[src/rtl/shift_pkg.sv]
// Shared types and sizing helpers for the serial feeder.
// Contents: FSM state encoding and the bit-counter width helper.
package shift_pkg;

  typedef enum logic {SER_IDLE, SER_SHIFT} ser_state_e;

  localparam int unsigned SER_WIDTH_DEF = 8;

  // Bit-counter width: enough to index WIDTH bits, never below 1.
  function automatic int unsigned ser_cnt_w(input int unsigned width);
    return (width <= 2) ? 1 : $clog2(width);
  endfunction

endpackage

[src/rtl/ser_hold_buf.sv]
// One-entry holding register sitting in front of the shifter.
// Ports: clk_i/rst_i (sync, active-high), wr_i/wr_data_i write a word,
//        rd_i frees the entry, full_o flags a stored word, rd_data_o shows it.
module ser_hold_buf #(
  parameter int unsigned WIDTH = 8
) (
  input  logic             clk_i,
  input  logic             rst_i,
  input  logic             wr_i,
  input  logic [WIDTH-1:0] wr_data_i,
  input  logic             rd_i,
  output logic             full_o,
  output logic [WIDTH-1:0] rd_data_o
);

  logic             full_q, full_d;
  logic [WIDTH-1:0] data_q, data_d;

  // Writes only happen when empty and reads only when full, so they never collide.
  always_comb begin
    full_d = full_q;
    data_d = data_q;
    if (wr_i) begin
      full_d = 1'b1;
      data_d = wr_data_i;
    end else if (rd_i) begin
      full_d = 1'b0;
    end
  end

  always_ff @(posedge clk_i) begin
    if (rst_i) begin
      full_q <= 1'b0;
      data_q <= '0;
    end else begin
      full_q <= full_d;
      data_q <= data_d;
    end
  end

  assign full_o    = full_q;
  assign rd_data_o = data_q;

endmodule

[src/rtl/piso_serializer.sv]
// Parallel-in/serial-out feeder for the downstream shift-register chain.
// Ports: clk_i, rst_i (sync, active-high); in_valid_i/in_data_i/in_ready_o word
//        handshake; en_i bit-rate enable; ser_o serial bit with ser_valid_o,
//        sof_o, eof_o framing; busy_o while shifting or holding a word.
module piso_serializer
  import shift_pkg::*;
#(
  parameter int unsigned WIDTH      = SER_WIDTH_DEF,
  parameter bit          MSB_FIRST  = 1'b1,
  parameter logic        IDLE_LEVEL = 1'b0
) (
  input  logic             clk_i,
  input  logic             rst_i,
  input  logic             in_valid_i,
  input  logic [WIDTH-1:0] in_data_i,
  output logic             in_ready_o,
  input  logic             en_i,
  output logic             ser_o,
  output logic             ser_valid_o,
  output logic             sof_o,
  output logic             eof_o,
  output logic             busy_o
);

  localparam int unsigned     CNT_W    = ser_cnt_w(WIDTH);
  localparam logic [CNT_W-1:0] LAST_CNT = CNT_W'(WIDTH - 1);

  ser_state_e       state_q, state_d;
  logic [WIDTH-1:0] shreg_q, shreg_d;
  logic [CNT_W-1:0] bit_cnt_q, bit_cnt_d;
  logic             ser_q, ser_d;
  logic             ser_valid_q, ser_valid_d;
  logic             sof_q, sof_d;
  logic             eof_q, eof_d;
  logic             busy_q, busy_d;

  logic             hold_full, hold_wr, hold_rd;
  logic [WIDTH-1:0] hold_data;
  logic             accept;
  logic             load;
  logic [WIDTH-1:0] load_word;

  // Bit sitting at the output end of a shifter image.
  function automatic logic out_bit(input logic [WIDTH-1:0] w);
    return MSB_FIRST ? w[WIDTH-1] : w[0];
  endfunction

  assign in_ready_o = !hold_full;
  assign accept     = in_valid_i && in_ready_o;

  ser_hold_buf #(.WIDTH(WIDTH)) u_hold (
    .clk_i     (clk_i),
    .rst_i     (rst_i),
    .wr_i      (hold_wr),
    .wr_data_i (in_data_i),
    .rd_i      (hold_rd),
    .full_o    (hold_full),
    .rd_data_o (hold_data)
  );

  // Next-state, shifter, counter and output-flag logic.
  always_comb begin
    state_d     = state_q;
    shreg_d     = shreg_q;
    bit_cnt_d   = bit_cnt_q;
    ser_d       = ser_q;
    ser_valid_d = ser_valid_q;
    sof_d       = sof_q;
    eof_d       = eof_q;
    hold_wr     = 1'b0;
    hold_rd     = 1'b0;
    load        = 1'b0;
    load_word   = in_data_i;

    case (state_q)
      SER_IDLE: begin
        // Idle words bypass the hold register straight into the shifter.
        if (accept) begin
          load = 1'b1;
        end
      end
      SER_SHIFT: begin
        // A word arriving exactly at word end is loaded directly, not held.
        hold_wr = accept && !(en_i && (bit_cnt_q == LAST_CNT));
        if (en_i) begin
          if (bit_cnt_q != LAST_CNT) begin
            shreg_d   = MSB_FIRST ? {shreg_q[WIDTH-2:0], 1'b0} : {1'b0, shreg_q[WIDTH-1:1]};
            ser_d     = out_bit(shreg_d);
            bit_cnt_d = bit_cnt_q + CNT_W'(1);
            sof_d     = 1'b0;
            eof_d     = (bit_cnt_d == LAST_CNT);
          end else if (hold_full) begin
            hold_rd   = 1'b1;
            load      = 1'b1;
            load_word = hold_data;
          end else if (accept) begin
            load = 1'b1;
          end else begin
            state_d     = SER_IDLE;
            ser_d       = IDLE_LEVEL;
            ser_valid_d = 1'b0;
            sof_d       = 1'b0;
            eof_d       = 1'b0;
          end
        end
      end
      default: state_d = SER_IDLE;
    endcase

    // Start of a fresh word: first bit appears on ser_o next cycle.
    if (load) begin
      state_d     = SER_SHIFT;
      shreg_d     = load_word;
      ser_d       = out_bit(load_word);
      bit_cnt_d   = '0;
      ser_valid_d = 1'b1;
      sof_d       = 1'b1;
      eof_d       = 1'b0;
    end

    busy_d = (state_d == SER_SHIFT) || ((hold_full || hold_wr) && !hold_rd);
  end

  always_ff @(posedge clk_i) begin
    if (rst_i) begin
      state_q     <= SER_IDLE;
      shreg_q     <= '0;
      bit_cnt_q   <= '0;
      ser_q       <= IDLE_LEVEL;
      ser_valid_q <= 1'b0;
      sof_q       <= 1'b0;
      eof_q       <= 1'b0;
      busy_q      <= 1'b0;
    end else begin
      state_q     <= state_d;
      shreg_q     <= shreg_d;
      bit_cnt_q   <= bit_cnt_d;
      ser_q       <= ser_d;
      ser_valid_q <= ser_valid_d;
      sof_q       <= sof_d;
      eof_q       <= eof_d;
      busy_q      <= busy_d;
    end
  end

  assign ser_o       = ser_q;
  assign ser_valid_o = ser_valid_q;
  assign sof_o       = sof_q;
  assign eof_o       = eof_q;
  assign busy_o      = busy_q;

endmodule

[config.mk]
export PLATFORM = sky130hd
export DESIGN_NAME = piso_serializer
export DESIGN_NICKNAME = d
export VERILOG_FILES = /design/src/rtl/shift_pkg.sv /design/src/rtl/ser_hold_buf.sv /design/src/rtl/piso_serializer.sv
export SDC_FILE = /design/constraint.sdc
export NUM_CORES = 1
export LEC_CHECK = 0
export ABC_AREA = 1
export CORE_MARGIN = 2
export CORE_UTILIZATION = 35
export CTS_CLUSTER_SIZE = 12
export DETAILED_ROUTE_END_ITERATION = 10
export PLACE_DENSITY = 0.6
export SLEW_MARGIN = 0
export SYNTH_ARGS = -nofsm -noshare
export SYNTH_HDL_FRONTEND = slang
export SYNTH_HIERARCHICAL = 1
export SYNTH_SLANG_ARGS = --single-unit
[constraint.sdc]
create_clock -name clk_i -period 2.67 [get_ports clk_i]
set_input_delay 0.4005 -clock clk_i [delete_from_list [all_inputs] [get_ports clk_i]]
set_output_delay 0.4005 -clock clk_i [all_outputs]
set_load 0.01 [all_outputs]
Fig. 1: metal 1
The bar under the picture is 20 um long. Supply wires on this layer in gray.
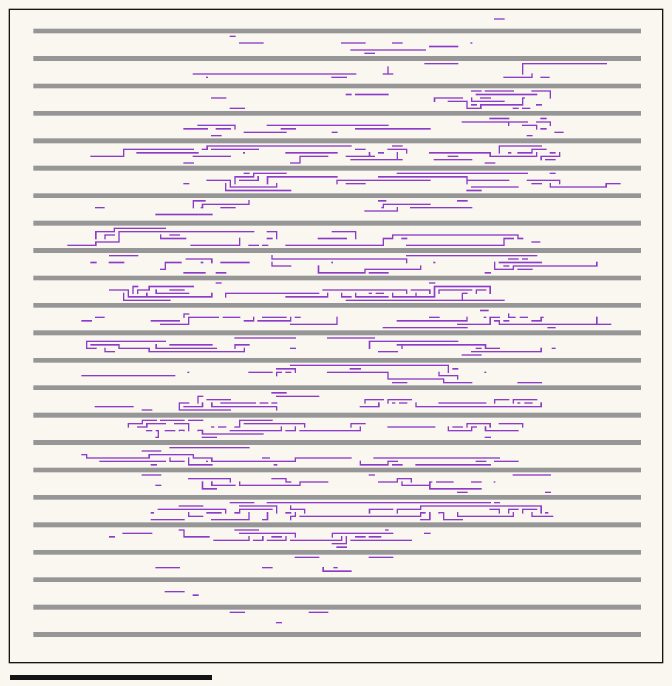
The wires run mostly horizontal. The layer carries 1240 um of wire. The layer holds 51% of the routed length. 211 nets have wire on it. The longest straight run is 22.1 um.

Fig. 2: met2 routing
Cells faint in the background.
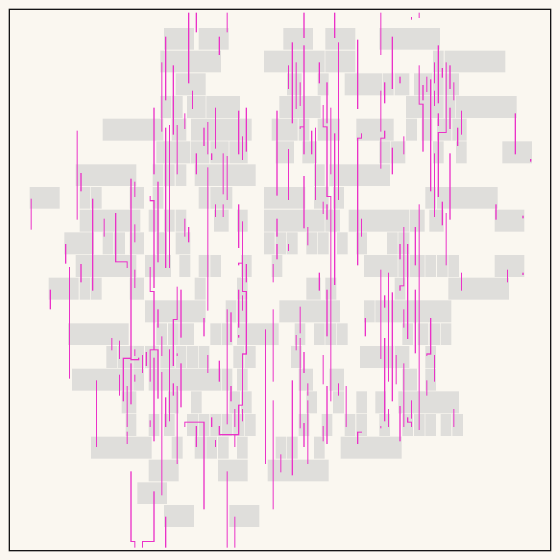
The layer carries 1090 um of wire. The layer holds 45% of the routed length. 143 nets have wire on it. The longest straight run is 26.9 um. The wires run mostly vertical.

==> notes.md <==
run metrics: setup TNS=0 ps, crit path launch=bit_cnt_q[0], Site Rows=22, Required @ worst endpoint=2830 ps, fraction of registers with async set/reset=0%, Registers, synthesis=25, final wirelength=2420 um, vias in the first global route=971, final worst-path cycle share=73.0%, CP Launch Type=flop, Tot Pwr=813 uW, hold crit path type=flop to flop, cell type with the highest aggregate area in the netlist=dfxtp_1, antenna viol nets, final=0, DR WL/cell=9.36 um, Via density=~4.3, Area growth syn-to-layout=19.0%, total grt overflow=0, most common cell in the netlist=nand2_1, Worst Max-Slew Pin Slew=578 ps, hold_buf cts=0, Die Ht=around 65 um, Mapped Area=1290 um^2, TritonCTS buffer count=3, Setup crit end kind=flop, Synth top area share=38.9%, xor/xnor share=0%, skew final=between 4 and 5 ps, I/O Buffers=17, Synth Net Count=approximately 210, Yosys chip area=1290 um^2, Finish-stage setup viols=0, tightest hold margin=roughly 460 ps, layout cells sized above 1=roughly 8.1%, Late-Pin Clk Latency=270 ps, Top logic family=simple AND/OR/NAND/NOR gates, htree depth=1, R2R setup slack=720 ps, DIE AREA=4180 um^2, Peak VDD IR=0.000187 V, Compound Share, Synth=under 10%, clock-pin slew on the worst setup and hold paths=90 ps, chip width=64.7 um, min cycle time layout=between 1500 and 2000 ps, Seq share, synth=38.9%, largest net degree at the start of global routing=17, Synth cell types=21, Worst R2R End=u_hold/rd_data_o[4], Post-CTS Setup Inserts=0, first-pass GRT wire length=about 4300 um, status=finished, final reports clean, Setup crit end=u_hold/rd_data_o[4], Top Ports=18, max_slew headroom=61.5%, Tool Warnings=27, final slew viol count=0, PD cells=530 nW/um^2, initial DRC count=between 60 and 70, # Cells Yosys=193, flip-flops with a built-in enable=0, Max FO, Critical Path=9, Commonest cells post-synth=48 x nand2_1, 45 x nor2_1, 25 x dfxtp_1, CP Class=flop to flop, Arr. time, crit path=between 2000 and 2500 ps, Ant. Diodes=0, CTS tree=built, AND/OR/NAND/NOR Cells, Area Fraction=38.9%, RSZ-0062 raised after global routing=false
==> how the worst min path moves through the flow <==
stage / startpoint / endpoint / slack (ps)
finish: ser_valid_o / ser_valid_o / 460
global route: bit_cnt_q[2] / bit_cnt_q[2] / 490
CTS: ser_valid_o / ser_valid_o / 470
detailed placement: ser_valid_o / ser_valid_o / 450
global placement: eof_o / eof_o / 450
floorplan: bit_cnt_q[2] / bit_cnt_q[2] / 450
==> critical path, stage by stage, from the launching register on <==
cell and delay [ps]:
dfxtp_1 340, ha_1 200, ha_1 250, nand2_2 170, nand2_2 110, nor2_1 410, inv_2 180, nor2_1 120
nor2_1 50
==> flip-flops by register name, summed over array words and instances, names as in the netlist <==
name,count
sof_o,1
ser_o,1
shreg_q,7
u_hold/full_o,1
state_q,1
bit_cnt_q,3
ser_valid_o,1
busy_o,1
eof_o,1
u_hold/rd_data_o,8
==> area by class of cell <==
type	count	area (um^2)
fillers	399	2070
inverters	26	97.6
flip-flops and latches	25	500
well taps	48	60.1
repair buffers	17	170
multi-input cells	139	659
clock buffers	4	45.0
==> cell usage in the layout, fill, tap and decap left out, types with 4 or more instances in the layout <==
cell type and count:
clkdlybuf4s50_1 17, dfxtp_1 25, o21ai_0 9, nand2_2 4
nand2_4 4, a21oi_1 7, inv_1 22, nand2_1 48
nand3_1 11, nor2_1 45
==> layer usage <==
layer / wire, um / vias up / global-route usage, %
li1: - / 627 / -
met3: 63 / 4 / 2.08
met5: 0 / - / 0
met1: 1240 / 458 / 18.0
met4: 32 / 0 / 4.79
met2: 1090 / 19 / 20.4
==> cells by family (layout without fill, tap and decap cells) <==
family,count (synthesis),in the layout
AND-OR/OR-AND,22,22
adder cells (fa/ha/maj),3,3
flip-flops,25,25
buffers and inverters,29,47
AND/OR/NAND/NOR,114,114
==> where the power goes <==
| group | internal [uW] | switching [uW] | total, uW |
|---|---|---|---|
| Sequential | 404 | 17.2 | 421 |
| Clock | 107 | 119 | 226 |
| Combinational | 71.1 | 94.8 | 166 |
==> stage by stage <==
step	utilization [%]	area [um^2]	worst slack (ps)
final	42.5	1530	721
after global routing	42.5	1530	577
after CTS	42.5	1530	728
after detailed placement	41.3	1490	662
after global placement	41.3	1490	701
after floorplan	-	1290	1010
Power figures rest on the tool's default switching activity, not on a simulated workload.
